Figure 1. A small window of the routed layout.
Window x 28 to 53, y 110 to 135 um. Cells in grey, sequential cells in the stronger grey; small squares are vias.
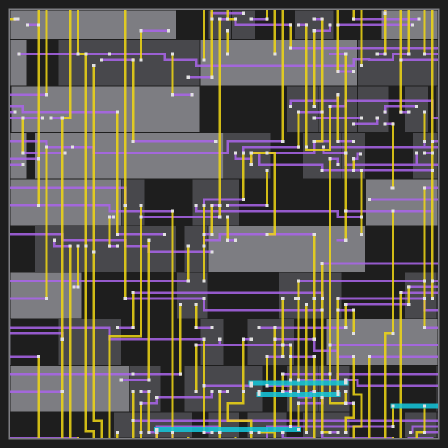
Figure 2. Drive-strength map.
(2 px per um)
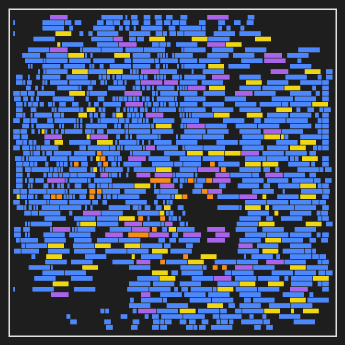
Figure 3. M1 wires.
(3 px per um)
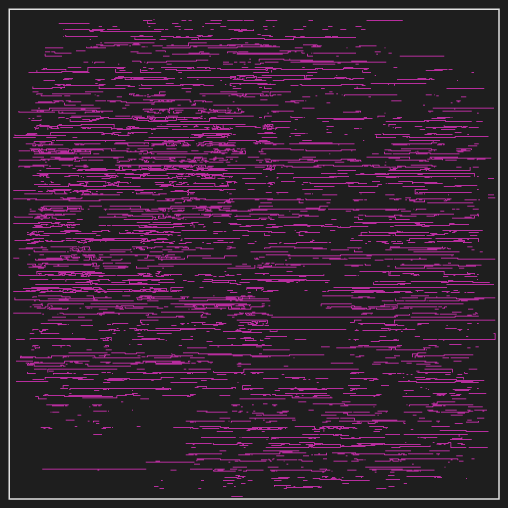
Figure 4. Congestion heat map.
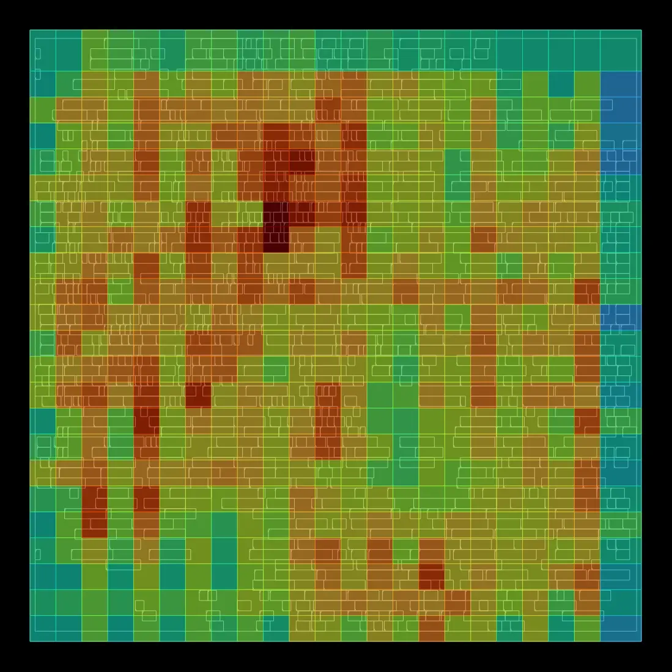
Figure 5. Placed cells, one colour a class.
(2 px per um)
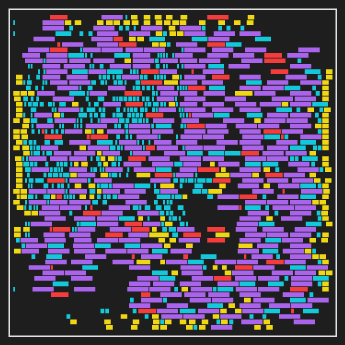
### config.mk
export PLATFORM = sky130hd
export DESIGN_NAME = inst_fetch_buffer
export DESIGN_NICKNAME = d
export VERILOG_FILES = /design/src/rtl/fetch_pkg.sv /design/src/rtl/fetch_fifo.sv /design/src/rtl/inst_fetch_buffer.sv
export SDC_FILE = /design/constraint.sdc
export NUM_CORES = 1
export LEC_CHECK = 0
export CAP_MARGIN = 20
export CORE_UTILIZATION = 50
export DETAILED_ROUTE_END_ITERATION = 10
export PLACE_DENSITY = 0.76
export SETUP_SLACK_MARGIN = 0.02
export SLEW_MARGIN = 10
export SYNTH_ARGS = -nofsm -noshare
export SYNTH_HDL_FRONTEND = slang
export SYNTH_SLANG_ARGS = --single-unit
### constraint.sdc
create_clock -name clk -period 3.07 [get_ports clk]
set_input_delay 0.307 -clock clk [delete_from_list [all_inputs] [get_ports clk]]
set_output_delay 0.307 -clock clk [all_outputs]
set_load 0.02 [all_outputs]
### src/rtl/fetch_pkg.sv
// Shared definitions for the instruction fetch buffer.
//   NOP_INST      : instruction presented while the queue is empty
//   fetch_state_e : request tracker states (IDLE / WAIT / DROP)
//   fetch_entry_t : queue entry {pc, inst}; PC_W fixes the pc field width
package fetch_pkg;

    localparam int unsigned INST_W = 32;
    localparam int unsigned PC_W   = 32;

    localparam logic [INST_W-1:0] NOP_INST = 32'h0000_0013;

    // IDLE: nothing outstanding, WAIT: live request, DROP: stale request
    typedef enum logic [1:0] {
        ST_IDLE = 2'd0,
        ST_WAIT = 2'd1,
        ST_DROP = 2'd2
    } fetch_state_e;

    typedef struct packed {
        logic [PC_W-1:0]   pc;
        logic [INST_W-1:0] inst;
    } fetch_entry_t;

endpackage

### src/rtl/fetch_fifo.sv
// Circular queue with push, pop and synchronous flush.
//   clk, rst   : clock, asynchronous active-low reset
//   push       : write push_data at the tail (ignored when full without a pop)
//   pop        : drop the head (ignored when empty)
//   flush      : empty the queue this edge; overrides push and pop
//   head_data  : current head entry (stale contents when empty)
//   count      : number of occupied entries
module fetch_fifo #(
    parameter int unsigned WIDTH = 8,
    parameter int unsigned DEPTH = 4
) (
    input  logic                     clk,
    input  logic                     rst,
    input  logic                     push,
    input  logic [WIDTH-1:0]         push_data,
    input  logic                     pop,
    input  logic                     flush,
    output logic [WIDTH-1:0]         head_data,
    output logic [$clog2(DEPTH):0]   count
);

    localparam int unsigned PTR_W = $clog2(DEPTH);
    localparam int unsigned CNT_W = PTR_W + 1;

    logic [WIDTH-1:0] mem_q [DEPTH];
    logic [PTR_W-1:0] wr_ptr_q, wr_ptr_d;
    logic [PTR_W-1:0] rd_ptr_q, rd_ptr_d;
    logic [CNT_W-1:0] count_q, count_d;
    logic             full, empty, do_push, do_pop;

    assign full    = (count_q == CNT_W'(DEPTH));
    assign empty   = (count_q == '0);
    assign do_pop  = pop & ~empty;
    // A pop frees the head slot, so a push into a full queue is allowed then
    assign do_push = push & (~full | do_pop);

    // Pointer and occupancy update; pointers wrap naturally (DEPTH is 2^n)
    always_comb begin
        wr_ptr_d = wr_ptr_q;
        rd_ptr_d = rd_ptr_q;
        count_d  = count_q;
        if (flush) begin
            wr_ptr_d = '0;
            rd_ptr_d = '0;
            count_d  = '0;
        end else begin
            if (do_push) wr_ptr_d = wr_ptr_q + PTR_W'(1);
            if (do_pop)  rd_ptr_d = rd_ptr_q + PTR_W'(1);
            unique case ({do_push, do_pop})
                2'b10:   count_d = count_q + CNT_W'(1);
                2'b01:   count_d = count_q - CNT_W'(1);
                default: count_d = count_q;
            endcase
        end
    end

    always_ff @(posedge clk or negedge rst) begin
        if (!rst) begin
            wr_ptr_q <= '0;
            rd_ptr_q <= '0;
            count_q  <= '0;
        end else begin
            wr_ptr_q <= wr_ptr_d;
            rd_ptr_q <= rd_ptr_d;
            count_q  <= count_d;
        end
    end

    // Storage needs no reset: entries are only visible while counted
    always_ff @(posedge clk) begin
        if (do_push && !flush) mem_q[wr_ptr_q] <= push_data;
    end

    assign head_data = mem_q[rd_ptr_q];
    assign count     = count_q;

endmodule

### src/rtl/inst_fetch_buffer.sv
// Instruction fetch front end: issues one word fetch at a time, queues the
// returned {pc, inst} pairs for decode and handles redirects from ID.
//   clk, rst                        : clock, asynchronous active-low reset
//   imem_req_valid/addr/ready       : fetch request handshake
//   imem_resp_valid/inst            : returned instruction word
//   redirect_valid/pc               : branch/jump redirect (flushes queue)
//   out_valid/ready/pc/inst         : head of queue towards decode
//   count                           : occupied queue entries
module inst_fetch_buffer
    import fetch_pkg::*;
#(
    parameter int unsigned    XLEN     = 32,
    parameter int unsigned    DEPTH    = 4,
    parameter logic [XLEN-1:0] RESET_PC = '0
) (
    input  logic                   clk,
    input  logic                   rst,
    output logic                   imem_req_valid,
    output logic [XLEN-1:0]        imem_req_addr,
    input  logic                   imem_req_ready,
    input  logic                   imem_resp_valid,
    input  logic [31:0]            imem_resp_inst,
    input  logic                   redirect_valid,
    input  logic [XLEN-1:0]        redirect_pc,
    output logic                   out_valid,
    input  logic                   out_ready,
    output logic [XLEN-1:0]        out_pc,
    output logic [31:0]            out_inst,
    output logic [$clog2(DEPTH):0] count
);

    localparam int unsigned CNT_W = $clog2(DEPTH) + 1;

    // The queue entry layout comes from the package, so XLEN must match it
    if (XLEN != PC_W) begin : g_xlen_check
        $error("inst_fetch_buffer: XLEN must equal fetch_pkg::PC_W");
    end
    if (DEPTH < 2 || (DEPTH & (DEPTH - 1)) != 0) begin : g_depth_check
        $error("inst_fetch_buffer: DEPTH must be a power of 2 and >= 2");
    end

    fetch_state_e    state_q, state_d;
    logic [XLEN-1:0] fetch_pc_q, fetch_pc_d;
    logic [XLEN-1:0] req_pc_q, req_pc_d;
    logic [CNT_W-1:0] fifo_count;
    logic            room, req_fire, push, pop, not_empty;
    fetch_entry_t    push_entry, head_entry;

    // Credit rule: only request when the response is guaranteed a slot
    assign room           = (fifo_count < CNT_W'(DEPTH));
    assign imem_req_valid = rst & (state_q == ST_IDLE) & ~redirect_valid & room;
    assign imem_req_addr  = fetch_pc_q;
    assign req_fire       = imem_req_valid & imem_req_ready;

    assign not_empty = (fifo_count != '0);
    assign out_valid = not_empty & ~redirect_valid;
    assign pop       = out_valid & out_ready;
    assign push      = (state_q == ST_WAIT) & imem_resp_valid & ~redirect_valid;

    assign push_entry = '{pc: req_pc_q, inst: imem_resp_inst};

    fetch_fifo #(
        .WIDTH ($bits(fetch_entry_t)),
        .DEPTH (DEPTH)
    ) u_fifo (
        .clk       (clk),
        .rst       (rst),
        .push      (push),
        .push_data (push_entry),
        .pop       (pop),
        .flush     (redirect_valid),
        .head_data (head_entry),
        .count     (fifo_count)
    );

    assign out_pc   = not_empty ? head_entry.pc   : '0;
    assign out_inst = not_empty ? head_entry.inst : NOP_INST;
    assign count    = fifo_count;

    // Request tracker; a response always retires the outstanding request,
    // even if a redirect arrives in the same cycle
    always_comb begin
        state_d = state_q;
        unique case (state_q)
            ST_IDLE: if (req_fire) state_d = ST_WAIT;
            ST_WAIT: begin
                if (imem_resp_valid)     state_d = ST_IDLE;
                else if (redirect_valid) state_d = ST_DROP;
            end
            ST_DROP: if (imem_resp_valid) state_d = ST_IDLE;
            default: state_d = ST_IDLE;
        endcase
    end

    // Fetch PC: redirect target (word aligned) or sequential advance
    always_comb begin
        fetch_pc_d = fetch_pc_q;
        req_pc_d   = req_pc_q;
        if (redirect_valid) begin
            fetch_pc_d = {redirect_pc[XLEN-1:2], 2'b00};
        end else if (req_fire) begin
            fetch_pc_d = fetch_pc_q + XLEN'(4);
        end
        if (req_fire) req_pc_d = fetch_pc_q;
    end

    always_ff @(posedge clk or negedge rst) begin
        if (!rst) begin
            state_q    <= ST_IDLE;
            fetch_pc_q <= {RESET_PC[XLEN-1:2], 2'b00};
            req_pc_q   <= '0;
        end else begin
            state_q    <= state_d;
            fetch_pc_q <= fetch_pc_d;
            req_pc_q   <= req_pc_d;
        end
    end

endmodule

==> impl_metrics.ini <==
; flow metrics
[setup_path]
cp_max_fo = 20
worstPathRequired_ns = 2.76
worstSetupPathType = flip-flop to output port
worstSetupEndpointType = output port
crit_path_start_kind = flip-flop
max_stage_delay_ns = 0.54
timing.rr.start = imem_req_addr[8]
worstPathBufferInverterCount = 2
crit_family = buffers and inverters
r2r-end = imem_req_addr[27]

[status]
status = finished clean

[synth]
async_reset_ff_share_pct = 21.8
ys_area_um2 = 12900
yosysWarnings = 0
ys_sh_mux_pct = 10.9
netlist_logic_family_top = simple AND/OR/NAND/NOR gates

[power]
power_frac_clock_pct = 38.3
comb_power_w = 0.00153
largestPowerGroup = registers
leakagePower_nw = 5.69
switchingPower_w = 0.00257

[finish]
areaGrowthSynthToFinish_pct = 26.1
seq_area_um2 = 9180
nets = 1066
layout.cells.non_filler = 1344
n_clock_buffer = 47
bufAreaShareNonClock_pct = 12.2
inv_count = 8
antenna_cells = 0
fill_cells = 1802
clk_share_pct = 7.14

[cts]
path_clk_slew_ns = 0.06

[sta]
min_period_ns = 2.90
layout_setup_ws_ns = 0.165
tightest_slew_ns = 0.868
slew_violations = 0
fmax_mhz = 344

[placement]
place_ws_ns = 0.590
place_hpwl_um = 17500
io_buffer_count = 164

[worst_hold_path]
holdPathEnd = state_q[0]

[global_routing]
antenna_found_initial = 0
grt_max_degree = 63

[floorplanning]
tapCellCount = 330

[routing]
route.detailed.drc = 0
Back to the opening pictures, Figure 1:
M1: shown in purple. M3: shown in cyan. M2: shown in yellow.
Sequential cells in the window: 8. 40 logic cells have their middle in the window. Most frequent: nand2_1 (6), edfxtp_1 (5). Netlist names of flops here include `u_fifo.mem_q` (5), `imem_req_addr` (2).

Back to the opening pictures, Figure 2:
x2: shown in yellow, cells 82, share 8.1%, most used mux4_2. x6 and larger: shown in purple, cells 56, share 5.5%, most used clkbuf_16. x3 and x4: shown in orange, cells 25, share 2.5%, most used buf_4. x1 and smaller: shown in blue, cells 851, share 84%, most used edfxtp_1.

Back to the opening pictures, Figure 3:
The longest straight run is 41.4 um. The layer holds 41% of the routed length.
grt met1 use: 28.8%
final WL: 27900 um
Via Count: 7651

Back to the opening pictures, Figure 4:
total track usage: 21.6%
mean routed wirelength per cell: 20.7 um
busiest grt layer: met2

Back to the opening pictures, Figure 5:
clock drivers and dummy loads: shown in red, cells 60. remaining buffers and delay cells: shown in yellow, cells 192. registers: shown in purple, cells 317. remaining logic cells: shown in cyan, cells 445.
register share of the cell area: 56.4%
Rows: 58
Final Cell Area: 16300 um2
Core Util, Final: 64.5%
Core Region: 25300 um2

